`config.mk`:
```
export PLATFORM = sky130hd
export DESIGN_NAME = delay_pipe
export DESIGN_NICKNAME = d
export VERILOG_FILES = /design/src/rtl/delay_pipe.sv
export SDC_FILE = /design/constraint.sdc
export NUM_CORES = 1
export LEC_CHECK = 0
export CAP_MARGIN = 40
export CORE_MARGIN = 2
export CORE_UTILIZATION = 35
export DETAILED_ROUTE_END_ITERATION = 12
export GPL_ROUTABILITY_DRIVEN = 1
export HOLD_SLACK_MARGIN = 0.1
export PLACE_DENSITY = 0.58
export SLEW_MARGIN = 20
export SYNTH_ARGS = -nofsm -noshare
export SYNTH_HDL_FRONTEND = slang
export SYNTH_SLANG_ARGS = --single-unit
```
`constraint.sdc`:
```
create_clock -name clk -period 2.2 [get_ports clk]
set_input_delay 0.55 -clock clk [delete_from_list [all_inputs] [get_ports clk]]
set_output_delay 0.55 -clock clk [all_outputs]
set_load 0.005 [all_outputs]
```
`src/rtl/delay_pipe.sv`:
```
// delay_pipe: elastic valid/ready delay line of DEPTH register stages.
// An empty stage always loads from upstream, so bubbles collapse while
// the output is stalled. count_o tracks how many stages hold valid data.
// Optional macro DELAY_PIPE_DATA_RESET_EN: reset and flush also clear the
// data registers. When it is undefined, the data registers have no reset.
module delay_pipe #(
  parameter int WIDTH = 8,
  parameter int DEPTH = 4,
  parameter int CW    = $clog2(DEPTH + 1)
) (
  input  logic             clk,
  input  logic             reset,
  input  logic             flush,
  input  logic             valid_i,
  output logic             ready_o,
  input  logic [WIDTH-1:0] data_i,
  output logic             valid_o,
  input  logic             ready_i,
  output logic [WIDTH-1:0] data_o,
  output logic [CW-1:0]    count_o
);

  logic [DEPTH-1:0]            v_q, v_d;
  logic [DEPTH-1:0][WIDTH-1:0] d_q, d_d;
  logic [CW-1:0]               count_q, count_d;
  logic [DEPTH:0]              en;
  logic [DEPTH-1:0]            src_v;
  logic [DEPTH-1:0][WIDTH-1:0] src_d;

  // Stage enables: a stage may advance if it, or any stage below it, is empty, or the sink is ready
  always_comb begin
    logic acc;
    acc       = ready_i;
    en        = '0;
    en[DEPTH] = ready_i;
    for (int k = DEPTH - 1; k >= 0; k--) begin
      acc   = acc | ~v_q[k];
      en[k] = acc;
    end
  end

  // Source of each stage: upstream input for stage 0, the previous stage otherwise
  always_comb begin
    src_v    = '0;
    src_d    = '0;
    src_v[0] = valid_i;
    src_d[0] = data_i;
    for (int k = 1; k < DEPTH; k++) begin
      src_v[k] = v_q[k-1];
      src_d[k] = d_q[k-1];
    end
  end

  // Next-state for valid bits and data; data only moves when the source holds a valid word
  always_comb begin
    v_d = v_q;
    d_d = d_q;
    if (flush) begin
      v_d = '0;
`ifdef DELAY_PIPE_DATA_RESET_EN
      d_d = '0;
`endif
    end else begin
      for (int k = 0; k < DEPTH; k++) begin
        if (en[k]) begin
          v_d[k] = src_v[k];
          if (src_v[k]) d_d[k] = src_d[k];
        end
      end
    end
  end

  // Occupancy for the next cycle, so count_o stays a registered popcount of the valid bits
  always_comb begin
    count_d = '0;
    for (int k = 0; k < DEPTH; k++) begin
      count_d = count_d + CW'(v_d[k]);
    end
  end

  // Valid bits and occupancy; reset takes priority over flush
  always_ff @(posedge clk) begin
    if (reset) begin
      v_q     <= '0;
      count_q <= '0;
    end else begin
      v_q     <= v_d;
      count_q <= count_d;
    end
  end

`ifdef DELAY_PIPE_DATA_RESET_EN
  // Data registers, cleared by reset
  always_ff @(posedge clk) begin
    if (reset) d_q <= '0;
    else       d_q <= d_d;
  end
`else
  // Data registers, deliberately without reset; only the valid bits qualify them
  always_ff @(posedge clk) begin
    d_q <= d_d;
  end
`endif

  assign ready_o = en[0];
  assign valid_o = v_q[DEPTH-1];
  assign data_o  = d_q[DEPTH-1];
  assign count_o = count_q;

endmodule

```
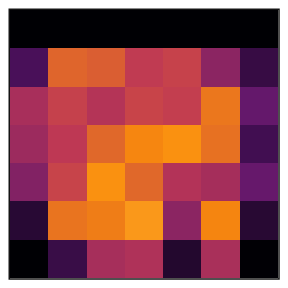
*Placement density heat map*
(4 px per micron) The die is cut into 7 by 7 equal tiles; black is low, pale yellow is high, 0 to 100% covered.
18% of the tiles are nearly empty. The densest ninth of the die: center. The fullest tile reaches 78%. 6.1% of the tiles are over 75% full.
core utilization at floorplan: 37.17%
Util after Layout: 48.09%
CORE AREA: 3744 sq um

==> Slide: Implementation Results <==
Physical Implementation Snapshot

Worst setup path
  – FF-to-FF End: count_o[1]
  – Worst path max stage delay: 490 ps
  – Worst Setup End Kind: register
  – Worst setup path startpoint: valid_i

Logic synthesis
  – Seq share, synth: 79.14%
  – Post-synth top cells: edfxtp_1, buf_4, dfxtp_1
  – Synth async-reset ratio: 0%
  – Flops after synth: 39
  – Post-synth top area cell: edfxtp_1
  – Post-synth EDFFs: 32
  – Main flop type: edfxtp_1
  – Unique masters post-synth: 24

Power
  – P_comb: 53.1 uW
  – Power Dens Cells: 726.5 nW/um^2
  – Top Consumer: registers
  – Comb pwr share: 4.1%
  – Sw Ratio: 19.22%
  – LEAKAGE: 0.0006556 uW

Drt
  – Vias per cell: 4.031
  – Residual DRC count: 0
  – DRT Pass-1 Iters: 4
  – Routed vias: 641

STA
  – Fin crit period: 2153 ps
  – Final setup fails: 0

Place
  – Port buffer count: 25
  – Routability cong.: 0.7936

Run status
  – Status: finished clean

Die
  – Die Height: 67.05 microns

GRT
  – Total gr overflow: 0
  – First-pass GRT wire length: 2960 microns

CTS
  – H-tree depth: 2
  – CTS clk-pin slew, worst paths: 70 ps

Finish
  – Final #Nets: 126
  – Fill cell total of the finished layout: 337
  – Non-Filler Instances: 159

Worst hold path
  – Hold path startpoint: d_q[5]
  – Hold WC Path Type: register to register

Job
  – Tool Warnings: 26
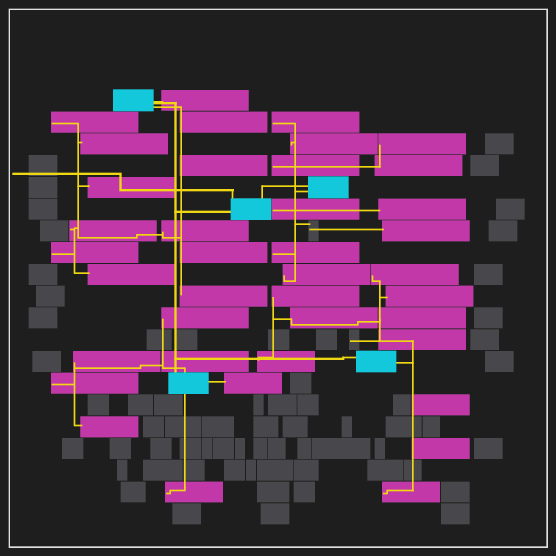
*Routed clock nets over the placement*
(8 px per micron)
Yellow marks clock wires, length 394 microns. Cyan marks cells driving clock nets, count 5. Magenta marks flip-flops, count 39.
There are 6 routed clock nets.

[worst reg2reg max path: stages, from the launching register on]
cell	delay (ps)
dfxtp_1	380
and4b_2	300
a31oi_2	110
fa_1	490
inv_1	40
ha_1	170
ha_1	260
nor2b_1	120
[area by class of cell]
cell class                 instances  area, sq um  share of cell area [%]
tap                               48        60.06                   3.336
clock buffer                       5        68.82                   3.822
clock inverter                     3        15.01                  0.8339
timing repair buffer              34        317.8                   17.65
sequential                        39         1101                   61.15
inverter                           5        18.77                   1.042
multi-input combinational         25        219.0                   12.16
[what timing repair did]
action,4_1_cts,5_1_grt
buffers inserted,1,1
setup endpoints to repair,3,1
pin swaps,1,0
cloned,0,0
gates resized,9,1
[state kept, by name, indices dropped and copies added (netlist names)]
register	count
d_q	24
data_o	8
v_q	4
count_o	3
[stage by stage]
| step | worst slack, ps | area, sq um | util (%) | setup TNS, ps | hold slack (ps) |
|---|---|---|---|---|---|
| after floorplan | 7.040 | 1398 | - | 0 | 400.3 |
| after global placement | -393.1 | 1689 | 45.12 | -1228 | 406.1 |
| after detailed placement | -461.8 | 1689 | 45.12 | -1432 | 404.5 |
| after CTS | 18.69 | 1788 | 47.76 | 0 | 419.6 |
| after global routing | 4.433 | 1800 | 48.09 | 0 | 432.6 |
| final | 47.32 | 1800 | 48.09 | 0 | 419.2 |
[worst max path at each step]
stage | end | slack, ps | cells past startpoint
after floorplan | count_o[1] | 7 | 8
after global placement | count_o[1] | -390 | 8
after detailed placement | count_o[1] | -460 | 8
after CTS | count_o[1] | 20 | 8
after global routing | ready_o | 4 | 5
final | count_o[1] | 50 | 8
[cells in the final DEF (no fill, tap or decap)]
cell type | Yosys | final
edfxtp_1 | 32 | 32
clkdlybuf4s50_1 | 0 | 22
buf_4 | 8 | 8
dfxtp_1 | 7 | 7
clkbuf_8 | 0 | 5
inv_1 | 5 | 4
nor2b_1 | 4 | 3
dlygate4sd2_1 | 0 | 3
nor3b_1 | 2 | 2
ha_1 | 2 | 2
clkinv_1 | 0 | 2
nand3b_1 | 1 | 1
a21oi_1 | 1 | 1
and4b_2 | 0 | 1
nand2_1 | 1 | 1
and2b_2 | 1 | 1
inv_2 | 0 | 1
o21ai_0 | 2 | 1
o21ai_2 | 0 | 1
nor2b_4 | 0 | 1
a31oi_2 | 0 | 1
a21boi_1 | 1 | 1
nor3b_2 | 1 | 1
and3_1 | 1 | 1
nor2_1 | 1 | 1
a22o_1 | 1 | 1
a21boi_0 | 1 | 1
o211a_1 | 1 | 1
o21a_1 | 1 | 1
fa_1 | 1 | 1
clkinvlp_4 | 0 | 1
buf_6 | 1 | 1
[metal layers]
metal  share of wire [%]  global-route usage [%]  wire (microns)  up-vias
li1                    -                       -               -      343
met1                  44                   11.50             708      270
met2                  46                   13.61             744       24
met3                 8.1                   6.081             132        4
met4                 2.3                   4.592              37        0
met5                   0                       0               0        -
[cells by family (layout without fill, tap and decap cells)]
group	count (synthesis)	count (layout)	synth area share [%]
fa+ha+maj	3	3	3.237
buf+inv	14	47	6.475
compound gates	9	9	4.497
flops	39	39	79.14
simple gates	13	13	6.654
Power is estimated from default activity; no workload was simulated.
